==> src/rtl/xcorr_stream_pkg.sv <==
// Shared constants for the streaming bit correlator.
// Holds the default window length / index width and the derived
// correlation-count width used by the top and the popcount tree.
package xcorr_stream_pkg;

  localparam int NDATA_DEF     = 64;
  localparam int IDXW_DEF      = 16;
  localparam int NDATA_LOG_DEF = $clog2(NDATA_DEF);
  localparam int CW_DEF        = NDATA_LOG_DEF + 1;

  // Width needed to count 0..ndata matching bits.
  function automatic int corr_width(input int ndata);
    return $clog2(ndata) + 1;
  endfunction

endpackage

==> src/rtl/xcorr_stream_bintree.sv <==
// Purpose: population count of an N-bit vector as a pairwise adder tree.
// Latency: combinational, zero cycles.
// Backpressure: none; pure function of in_bits.
//
// Ports:
//   in_bits  N-bit vector to count
//   ones     number of set bits in in_bits (0..N)
module xcorr_stream_bintree
  import xcorr_stream_pkg::*;
#(
  parameter int N = NDATA_DEF,
  parameter int W = CW_DEF
)(
  input  logic [N-1:0] in_bits,
  output logic [W-1:0] ones
);

  // In-place reduction: each level halves the live node count. Node i of
  // the next level is written only after nodes 2i and 2i+1 have been read,
  // so a single array is enough.
  always_comb begin
    logic [W-1:0] node [N];
    for (int i = 0; i < N; i++) begin
      node[i] = W'(in_bits[i]);
    end
    for (int n = N; n > 1; n = n / 2) begin
      for (int i = 0; i < n / 2; i++) begin
        node[i] = node[2*i] + node[2*i+1];
      end
    end
    ones = node[0];
  end

endmodule

==> src/rtl/xcorr_stream.sv <==
// Purpose: slide a serial bit stream through an NDATA-bit window, count bits
//          matching a loaded reference, flag threshold hits, and track the peak.
// Latency: 2 edges from accepted sample to corr_valid; backpressure: none, one result per cycle.
//
// Ports:
//   clk, rst_n          clock, asynchronous active-low reset
//   ref_load, ref_din   load reference (bit 0 pairs with newest sample), restart
//   din_valid, din      serial sample strobe and data
//   thresh              hit threshold, sampled on the result edge
//   clear_peak          zero the peak tracker
//   corr_valid/corr/hit one-cycle result: matching-bit count and threshold flag
//   peak/peak_idx/peak_valid  best result since last clear and its newest-sample index
module xcorr_stream
  import xcorr_stream_pkg::*;
#(
  parameter int  NDATA     = NDATA_DEF,
  parameter int  IDXW      = IDXW_DEF,
  localparam int NDATA_LOG = $clog2(NDATA),
  localparam int CW        = NDATA_LOG + 1
)(
  input  logic             clk,
  input  logic             rst_n,
  input  logic             ref_load,
  input  logic [NDATA-1:0] ref_din,
  input  logic             din_valid,
  input  logic             din,
  input  logic [CW-1:0]    thresh,
  input  logic             clear_peak,
  output logic             corr_valid,
  output logic [CW-1:0]    corr,
  output logic             hit,
  output logic [CW-1:0]    peak,
  output logic [IDXW-1:0]  peak_idx,
  output logic             peak_valid
);

  logic [NDATA-1:0] win;
  logic [NDATA-1:0] refp;
  logic [CW-1:0]    fill;
  logic [CW-1:0]    fill_nxt;
  logic [IDXW-1:0]  idx;
  logic [IDXW-1:0]  s1_idx;
  logic             s1_vld;
  logic             res_vld;
  logic [CW-1:0]    pop;

  assign fill_nxt = (fill == CW'(NDATA)) ? fill : fill + 1'b1;

  // A reference reload in the result cycle kills the in-flight window.
  assign res_vld = s1_vld & ~ref_load;

  xcorr_stream_bintree #(
    .N (NDATA),
    .W (CW)
  ) u_pop (
    .in_bits (~(win ^ refp)),
    .ones    (pop)
  );

  // Stage 1: window shift, fill/index bookkeeping. ref_load takes priority
  // over a coincident sample, which is dropped.
  always_ff @(posedge clk or negedge rst_n) begin
    if (!rst_n) begin
      win    <= '0;
      refp   <= '0;
      fill   <= '0;
      idx    <= '0;
      s1_idx <= '0;
      s1_vld <= 1'b0;
    end else if (ref_load) begin
      refp   <= ref_din;
      fill   <= '0;
      s1_vld <= 1'b0;
    end else if (din_valid) begin
      win    <= {win[NDATA-2:0], din};
      fill   <= fill_nxt;
      idx    <= idx + 1'b1;
      s1_idx <= idx;
      s1_vld <= (fill_nxt == CW'(NDATA));
    end else begin
      s1_vld <= 1'b0;
    end
  end

  // Stage 2: register the count and hit, update the peak tracker.
  // A clear on the result edge wins over that result for the tracker only.
  always_ff @(posedge clk or negedge rst_n) begin
    if (!rst_n) begin
      corr_valid <= 1'b0;
      corr       <= '0;
      hit        <= 1'b0;
      peak       <= '0;
      peak_idx   <= '0;
      peak_valid <= 1'b0;
    end else begin
      corr_valid <= res_vld;
      hit        <= res_vld && (pop >= thresh);
      if (res_vld) begin
        corr <= pop;
      end
      if (ref_load || clear_peak) begin
        peak       <= '0;
        peak_idx   <= '0;
        peak_valid <= 1'b0;
      end else if (res_vld && (!peak_valid || (pop > peak))) begin
        // Strict '>' keeps the earliest index on ties.
        peak       <= pop;
        peak_idx   <= s1_idx;
        peak_valid <= 1'b1;
      end
    end
  end

endmodule

==> config.mk <==
export PLATFORM = sky130hd
export DESIGN_NAME = xcorr_stream
export DESIGN_NICKNAME = d
export VERILOG_FILES = /design/src/rtl/xcorr_stream_pkg.sv /design/src/rtl/xcorr_stream_bintree.sv /design/src/rtl/xcorr_stream.sv
export SDC_FILE = /design/constraint.sdc
export NUM_CORES = 1
export LEC_CHECK = 0
export ABC_AREA = 1
export CORE_ASPECT_RATIO = 1.5
export CORE_MARGIN = 5
export CORE_UTILIZATION = 45
export DETAILED_ROUTE_END_ITERATION = 8
export HOLD_SLACK_MARGIN = 0.05
export PLACE_DENSITY = 0.66
export SLEW_MARGIN = 40
export SYNTH_ARGS = -nofsm -noshare
export SYNTH_HDL_FRONTEND = slang
export SYNTH_HIERARCHICAL = 1
export SYNTH_SLANG_ARGS = --single-unit
==> constraint.sdc <==
create_clock -name clk -period 9.5 [get_ports clk]
set_input_delay 1.425 -clock clk [delete_from_list [all_inputs] [get_ports clk]]
set_output_delay 1.425 -clock clk [all_outputs]
set_load 0.02 [all_outputs]
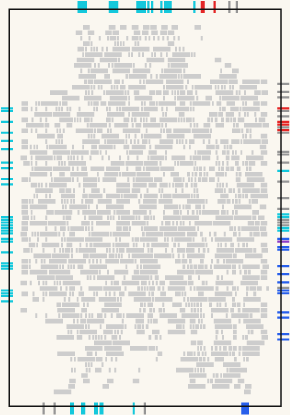
Fig. 1. Pin placement.
Scale: 2 px per µm. Pins as bars across the die edge, other pins in grey.
| colour | port | pins | direction | edge |
|---|---|---|---|---|
| cyan | ref_din | 64 | input | 27 west, 23 north, 9 south, 5 east |
| purple | din | 1 | input | east |
| red | thresh | 7 | input | 4 east, 3 north |
| blue | peak_idx | 16 | output | 12 east, 4 south |
all pins by edge: 39 east, 28 north, 27 west, 16 south
Port Buf Inserts: 109
horizontal die dimension: 135 µm

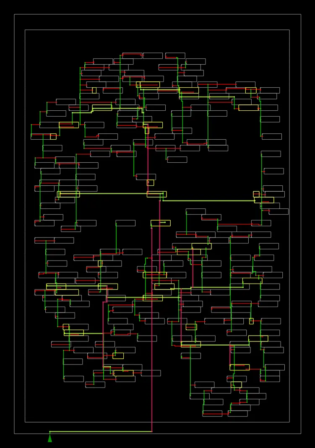
Fig. 2. Clock nets.
total of clock buffers placed in the layout: 26
Flops: 201

==> design notes <==
The tools report the critical path launch point type as a flip-flop. The post-route utilization of the core is recorded as 54.9%. The run finished with clean final reports. The gate count after technology mapping is 1187, and the estimated wirelength of the detail-placed design is 16.1 mm. Across all setup checks in the final design, the least slack found is 1.74 ns. Net count of the finished layout: 1445.

The clock tree has to reach 201 sinks. Total global routing overflow: 0. In the setup report, the worst path falls into the class flip-flop to flip-flop. Setup repair after global routing left no endpoint under its margin. The cell area that synthesis handed to floorplanning was 10600 µm².

The run gives 0 for the post-route antenna net violation count. Post-placement worst setup slack: 1.71 ns. The clock latency reported for the late side of the worst-skew pair is 0.49 ns, and the DRC violations left is 0. For the number of optimization iterations in the first detailed-route pass, the log shows 5. In this run the maximum-capacitance check reported violations numbering 0.

The total of hold buffers inserted after clock tree synthesis is 0. The tools report the buffer cell driving the clock tree root as sky130_fd_sc_hd__clkbuf_16. By instance count, the cell type seen most on the critical path is sky130_fd_sc_hd__fa_1.

Nature of the critical path endpoint: a flip-flop. Clock tree synthesis inserted a total of 21 buffers. Based on the critical path, the design can be clocked at up to 0.129 GHz.

Each instance of the synthesized netlist takes up on average 8.91 µm². In the layout the commonest cells are sky130_fd_sc_hd__nand2_1 (497), sky130_fd_sc_hd__dfrtp_1 (200), sky130_fd_sc_hd__inv_1 (134). The clock transition at the registers of the reported paths was 0.06 ns.

Pin placement for this block handled 110 I/O pins. With the maximum cell stage delay along the critical path at 0.63 ns, the effective utilization at floorplan is 45.8%. Across all checked pins, the minimum headroom to the slew limit is 52.4%.

With the final sum of negative setup slack at 0 ns, the average vias per placed instance is 4.71. Number of global-route vias before repair: 7624. With the portion of the post-synthesis area used by sequential elements at 47.6%, the relative area change from synthesis to final layout is 19.8%.

For the worst setup path, the data arrival time is 8.19 ns. The largest driver fanout on the critical path is 24.

The initialized floorplan defines 68 standard-cell rows. The maximum root-to-sink buffer count came out at 3. The initial antenna violation count was 0. The logs give 1350 for the net count entering floorplan and 131 for the maximum number of pins on one net before global-route repair.

The worst path in the final design needs a cycle of 7.76 ns, including I/O delays and setup. For the final count of hold timing violations, the log shows 0. The fraction of final layout cells sized beyond drive strength 1 is 4.32%, and the chip area is 26700 µm². TritonCTS built the clock tree. Class of the most critical hold timing path: flip-flop to flip-flop.

Worst-path cell with the longest stage delay: sky130_fd_sc_hd__nand2_1. The fraction of synthesized area in multiplexers was 0%; the number of pins exceeding their max-slew limit in the final report was 0. The tools report the post-CTS repair timing setup buffer count as 0. The number of cells reported by Yosys stat comes to 1187.

Once iteration 0 of detailed routing completed, the report listed 324 DRC markers. Routability-driven placement finished with a final weighted congestion of 0.786. The post-synth tally of flip-flops with integrated enable was 0; the post-synthesis share of cell area spent on and, or, nand and nor gates was 22.7%. The warning total across the stage logs came out at 31.

The post-layout period usage of the worst path is 81.7%. The tools report the number of synthesis warnings as 6. The most used flip-flop cell after synthesis is sky130_fd_sc_hd__dfrtp_1.

The first global-routing pass estimated 37.1 mm of wire. After clock tree synthesis, the repair step resized 0 gates. The chip area line in the Yosys stat output reads 10600 µm². The data required time at the worst endpoint came out at 9.93 ns.
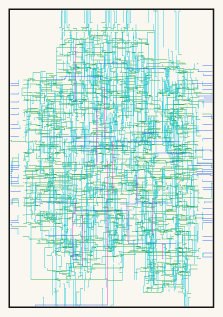
Fig. 3. Metal layers overlaid.
Scale: 1.5 px per µm.
| colour | layer | wire length |
|---|---|---|
| cyan | met2 | 11900 µm |
| magenta | met4 | 387 µm |
| green | met1 | 9000 µm |
| blue | met3 | 906 µm |
total number of vias: 7593
Final Routed Wirelength: 22.2 mm
Tot GR Track Use: 16.9%
final routed wire length divided by cell count: 13.8 µm

[routing by layer]
| layer | vias to the layer above | share of wire (%) | GRT usage, % |
|---|---|---|---|
| met5 | - | 0 | 0 |
| met4 | 0 | 1.7 | 4.07 |
| met3 | 27 | 4.1 | 2.26 |
| met2 | 138 | 54 | 31.6 |
| met1 | 3643 | 41 | 20.4 |
| li1 | 3785 | - | - |
[synth_stat cells (3+ instances only)]
library cell	instances	share of area (%)
sky130_fd_sc_hd__fa_1	54	10
sky130_fd_sc_hd__buf_2	18	0.85
sky130_fd_sc_hd__xor2_1	21	1.7
sky130_fd_sc_hd__nand2_1	497	18
sky130_fd_sc_hd__nor3_1	5	0.24
sky130_fd_sc_hd__nand4_1	30	1.8
sky130_fd_sc_hd__dfrtp_1	201	48
sky130_fd_sc_hd__clkbuf_1	21	0.75
sky130_fd_sc_hd__buf_1	3	0.11
sky130_fd_sc_hd__nand3_1	39	1.8
sky130_fd_sc_hd__ha_1	32	3.8
sky130_fd_sc_hd__o21ai_0	22	1.0
sky130_fd_sc_hd__inv_1	135	4.8
sky130_fd_sc_hd__a21oi_1	8	0.38
sky130_fd_sc_hd__nor2_1	19	0.67
sky130_fd_sc_hd__xnor2_1	65	5.4
sky130_fd_sc_hd__o22ai_1	3	0.18
[worst max-delay path: cells and delay by family, from the launching register on]
family / cells / cell delay, ns
XOR/XNOR: 2 / 0.50
flip-flops: 1 / 0.40
AND-OR/OR-AND: 1 / 0.12
buffers and inverters: 6 / 0.30
adder cells (fa/ha/maj): 11 / 4.83
AND/OR/NAND/NOR: 10 / 1.53
[state kept, by name, indices dropped and copies added, names as in the netlist]
name        flops
refp           64
win            64
peak_valid      1
s1_vld          1
hit             1
fill            7
peak_idx       16
peak            7
corr            7
idx            16
corr_valid      1
s1_idx         16
[through the flow]
| step | area (µm²) | cells | hold WS, ns |
|---|---|---|---|
| finish | 12700 | 1612 | 0.466 |
| global route | 12700 | 1612 | 0.506 |
| CTS | 12700 | 1611 | 0.473 |
| detailed placement | 11900 | 1573 | 0.458 |
| global placement | 11900 | 1573 | 0.455 |
| floorplan | 10600 | 1187 | 0.442 |
[final cells by class]
cell class / count / area [µm²]
clock buffers: 26 / 584
multi-input cells: 806 / 4840
repair buffers: 116 / 1160
fillers: 2110 / 10400
well taps: 315 / 394
inverters: 136 / 510
flip-flops and latches: 201 / 5030
clock inverters: 12 / 146
[path summary, 6_finish.rpt]
check                                 to  slack [ns]    start  cells after the start
worst max-delay path             peak[6]        1.74  win[53]                     30
worst max register to register   peak[6]        1.74  win[53]                     30
worst min register to register   corr[2]        0.47  corr[2]                      2
worst min-delay path             corr[2]        0.47  corr[2]                      2
min in group asynchronous       refp[51]        0.92    rst_n                      1
max in group asynchronous        win[21]        7.51    rst_n                      2
[kinds of logic after synthesis]
logic type      Yosys count
compound gates           37
buf+inv                 180
simple gates            597
xor+xnor                 86
flops                   201
fa+ha+maj                86
